### Placed standard cells

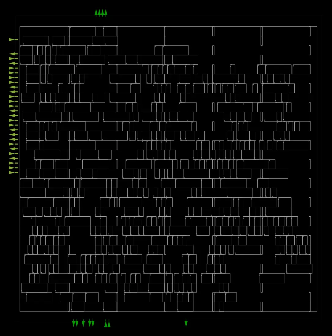
### Clock network drawn from the DEF

Scale bar: 20 um.
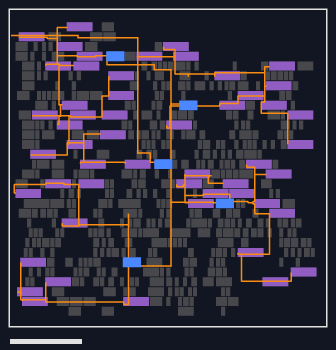
## src/rtl/melody_sequencer.sv

```systemverilog
// Song sequencer feeding the note player from a fixed 32-entry melody ROM; a held live key preempts and freezes it.
// Optional build macro: MELODY_SEQ_LOOP_EN restarts the song at index 0 instead of returning to idle.
module melody_sequencer #(
    parameter int CLK_PER_TICK = 1250000,
    parameter int GAP_TICKS    = 1
) (
    input  logic        iClk,
    input  logic        iReset_n,
    input  logic        iStart,
    input  logic        iStop,
    input  logic        iKeyValid,
    input  logic [12:0] iKeyFreq,
    output logic [12:0] oFreq,
    output logic        oRing,
    output logic        oBusy,
    output logic [4:0]  oIndex,
    output logic        oDone
);

    localparam int PW = (CLK_PER_TICK > 1) ? $clog2(CLK_PER_TICK) : 1;
    localparam logic [PW-1:0] PRESC_LAST = PW'(CLK_PER_TICK - 1);
    localparam logic [7:0] GAP_LAST = 8'(GAP_TICKS - 1);

    typedef enum logic [1:0] {IDLE, PLAY, GAP} state_t;

    state_t        state, nxt_state;
    logic [PW-1:0] presc, nxt_presc;
    logic [7:0]    ticks, nxt_ticks;
    logic [4:0]    nxt_index;
    logic          nxt_done;
    logic          tick, advance, song_last;
    logic [3:0]    cur_dur;
    logic [12:0]   play_freq;

    // Melody ROM: get_dur selects the duration field (zero-extended) instead of the half-period.
    function automatic logic [12:0] rom_field(input logic [4:0] idx, input logic get_dur);
        logic [16:0] e;
        case (idx)
            5'd0:    e = {4'd2, 13'd4778};
            5'd1:    e = {4'd2, 13'd4257};
            5'd2:    e = {4'd1, 13'd0};
            5'd3:    e = {4'd4, 13'd3792};
            default: e = 17'd0;
        endcase
        rom_field = get_dur ? {9'd0, e[16:13]} : e[12:0];
    endfunction

    always_comb begin
        nxt_state = state;
        nxt_index = oIndex;
        nxt_presc = presc;
        nxt_ticks = ticks;
        nxt_done  = 1'b0;
        advance   = 1'b0;
        tick      = (presc == PRESC_LAST);
        cur_dur   = 4'(rom_field(oIndex, 1'b1));
        song_last = (oIndex == 5'd31) || (4'(rom_field(oIndex + 5'd1, 1'b1)) == 4'd0);

        if (iStop) begin
            nxt_state = IDLE;
            nxt_index = '0;
            nxt_presc = '0;
            nxt_ticks = '0;
        end else if (state == IDLE) begin
            if (iStart) begin
                nxt_index = '0;
                nxt_presc = '0;
                nxt_ticks = '0;
                if (4'(rom_field(5'd0, 1'b1)) == 4'd0)
                    nxt_done = 1'b1;
                else
                    nxt_state = PLAY;
            end
        end else if (!iKeyValid) begin
            // A held key freezes prescaler and tick counter so playback resumes exactly.
            nxt_presc = tick ? '0 : presc + PW'(1);
            if (tick) begin
                if (state == PLAY) begin
                    if (ticks[3:0] == 4'(cur_dur - 4'd1)) begin
                        if (GAP_TICKS > 0) begin
                            nxt_state = GAP;
                            nxt_ticks = '0;
                        end else begin
                            advance = 1'b1;
                        end
                    end else begin
                        nxt_ticks = ticks + 8'd1;
                    end
                end else begin
                    if (ticks == GAP_LAST)
                        advance = 1'b1;
                    else
                        nxt_ticks = ticks + 8'd1;
                end
            end
            if (advance) begin
                nxt_presc = '0;
                nxt_ticks = '0;
                if (song_last) begin
                    nxt_done  = 1'b1;
                    nxt_index = '0;
`ifdef MELODY_SEQ_LOOP_EN
                    nxt_state = PLAY;
`else
                    nxt_state = IDLE;
`endif
                end else begin
                    nxt_index = oIndex + 5'd1;
                    nxt_state = PLAY;
                end
            end
        end
        play_freq = rom_field(nxt_index, 1'b0);
    end

    // Outputs are built from the next state so they change on the edge that samples the cause.
    always_ff @(posedge iClk) begin
        if (!iReset_n) begin
            state  <= IDLE;
            oIndex <= '0;
            presc  <= '0;
            ticks  <= '0;
            oFreq  <= '0;
            oRing  <= 1'b0;
            oBusy  <= 1'b0;
            oDone  <= 1'b0;
        end else begin
            state  <= nxt_state;
            oIndex <= nxt_index;
            presc  <= nxt_presc;
            ticks  <= nxt_ticks;
            oFreq  <= iKeyValid ? iKeyFreq : ((nxt_state == PLAY) ? play_freq : 13'd0);
            oRing  <= iKeyValid || ((nxt_state == PLAY) && (play_freq != 13'd0));
            oBusy  <= (nxt_state != IDLE);
            oDone  <= nxt_done;
        end
    end

endmodule

```

## config.mk

```make
export PLATFORM = sky130hd
export DESIGN_NAME = melody_sequencer
export DESIGN_NICKNAME = d
export VERILOG_FILES = /design/src/rtl/melody_sequencer.sv
export SDC_FILE = /design/constraint.sdc
export NUM_CORES = 1
export LEC_CHECK = 0
export ABC_AREA = 1
export CAP_MARGIN = 40
export CORE_UTILIZATION = 40
export CTS_CLUSTER_DIAMETER = 50
export DETAILED_ROUTE_END_ITERATION = 12
export PLACE_DENSITY_LB_ADDON = 0.1
export SYNTH_ARGS = -nofsm -noshare
export SYNTH_HDL_FRONTEND = slang
export SYNTH_SLANG_ARGS = --single-unit
```

## constraint.sdc

```tcl
create_clock -name iClk -period 6.8 [get_ports iClk]
set_input_delay 0.68 -clock iClk [delete_from_list [all_inputs] [get_ports iClk]]
set_output_delay 0.68 -clock iClk [all_outputs]
set_load 0.005 [all_outputs]
```

==> flow_summary.toml <==
# generated from flow reports
[synthesis]
yosysTopAreaCell = "dfxtp_1"
ys_sh_xor = 0.0239
synth_cells = 430
ys_area_um2 = 2930
synthArstFlopShare = 0
ys_cells = 430
simple_gate_area_frac = 0.383
syn_area_um2 = 2930
avgSynthCellArea_um2 = 6.82
postSynthSeqShare = 0.355
ys_sh_aoi = 0.100
edf_count = 0
synthTopCellsByCount = "nand2_1 (99), nor2_1 (63), dfxtp_1 (52)"
fa_ha_area_frac = 0.0427
synth.area.top_cells = "dfxtp_1 (35%), nand2_1 (13%), nor2_1 (8.1%)"
ys_warn_count = 0
top_cell = "nand2_1"
ys_sh_mux = 0
ys_types = 40
yosys_register_bits = 52
yosysTopAreaCellShare = 0.355

[clock_tree]
clockBufferDepth = 2
hold_buffers = 0
clock-sinks = 52
clockRootBuffer = "clkbuf_8"
post_cts_resized = 0
cts_max_level = 2
post_cts_buffers = 0
cts_made_buffers = 5
clk_pin_slew_ns = 0.10
cts_tree = "built"

[floorplanning]
taps = 96
die_x_um = 87.6
chip_area_um2 = 7680
fp-utilization = 0.422
die_y_um = 87.6

[detailed_routing]
first_pass_iters = 4
routed_via_density = 4.81
wl_per_cell_um = 11.4
met1Wirelength_um = 3190
dr_wl_met3_um = 402
wl_um = 6460
wl_met2_um = 2780
drt_first_iter_violations = 88
vias = 2724
highest-signal-layer = "met4"
ant_nets = 0
drc = 0

[cells_and_area]
combGateArea_um2 = 1610
signal_buffer_area_fraction = 0.109
top_regs = "presc: 21 flops, oFreq: 13 flops, ticks: 8 flops"
flops = 52
largest_reg_flops = 21
clkbuf_count = 5
seq_area_frac = 0.298
regArea_um2 = 1040
fill_cells = 730
buffers = 38
biggestCellCategory = "combinational gates"
largest-register = "presc"
logic_gates = 309
final_cell_mix = "nand2_1 (99), nor2_1 (63), dfxtp_1 (52)"
inverters = 63
finalNonFillerCells = 566
drive_gt1_frac = 0.0915
lay_top_count = "nand2_1"
final_area_um2 = 3490
nNetsFinal = 497
syn2layout_area_growth_pct = 18.9

[worst_setup_path]
cp.depth = 20
cp-start-kind = "register"
critPathLaunch = "oIndex[0]"
crit_family = "simple AND/OR/NAND/NOR gates"
cp_num_buf_inv = 2
end_kind = "register"
slowest_delay_ns = 0.56
rrSetupSlack_ns = 4.10
r2r_start = "oIndex[0]"
crit_slowest_cell = "dfxtp_1"
crit_end = "oFreq[3]"
arrival_ns = 2.93
r2r-end = "oFreq[3]"
required_ns = 7.02

[global_route]
grt-ovfl-total = 0
grt_busiest_layer = "met2"
grt_first_pass_wirelength_um = 11400
antenna_found_initial = 0
grt_use_met1 = 0.251
grt_start_max_net_pins = 19
met2_usage = 0.293
gr-usage-all-layers = 0.188
met3_usage = 0.0528

[hold_path]
holdPathEnd = "ticks[6]"
hold_path.startpoint = "ticks[6]"
hold_path_depth = 2
hp-class = "reg2reg"

[sta]
hold_viol = 0
rsz0062_at_grt = "no"
finalMaxSlewViolations = 0
worstMarginPinSlew_ns = 0.869
setup_ws_ns = 4.10
final-setup-viol-count = 0
fmax_ghz = 0.370
hold_slack_ns = 0.491
finalSetupTns_ns = 0
period_needed_ns = 2.70

[power_and_ir_drop]
power_frac_seq = 0.549
power_frac_comb = 0.119
power_density_nw_per_um2 = 164
sequentialPower_mw = 0.314
p_int_mw = 0.417
p_comb_mw = 0.0679
ir_drop_mv = 0.0830
top_power_group = "sequential cells"
switchingPower_mw = 0.155
p_leak_nw = 1.43
finalPower_mw = 0.572

[run]
maxCapViolCount = 0
warnings = 31

[status]
outcome = "finished clean"

[placed_design]
dp_cells = 558
pre_cts_slack_ns = 3.83
hpwlAfterDp_um = 4910
port_buffers = 38
Back to the opening pictures, 'Placed standard cells':
# rows: 30
Core Box Area: 6940 um^2
fin util: 0.502

Back to the opening pictures, 'Clock network drawn from the DEF':
[clock wires] orange | length: 697 um
[flip-flops] purple | count: 52
[clock drivers] blue | count: 5
routed clock nets: 6
flops lie: spread over the die
clock share of power: 0.332
clk pwr: 0.190 mW
Insertion Delay late pin: 0.32 ns
clk_skew: 0.00578 ns

Power is estimated from default activity; no workload was simulated.
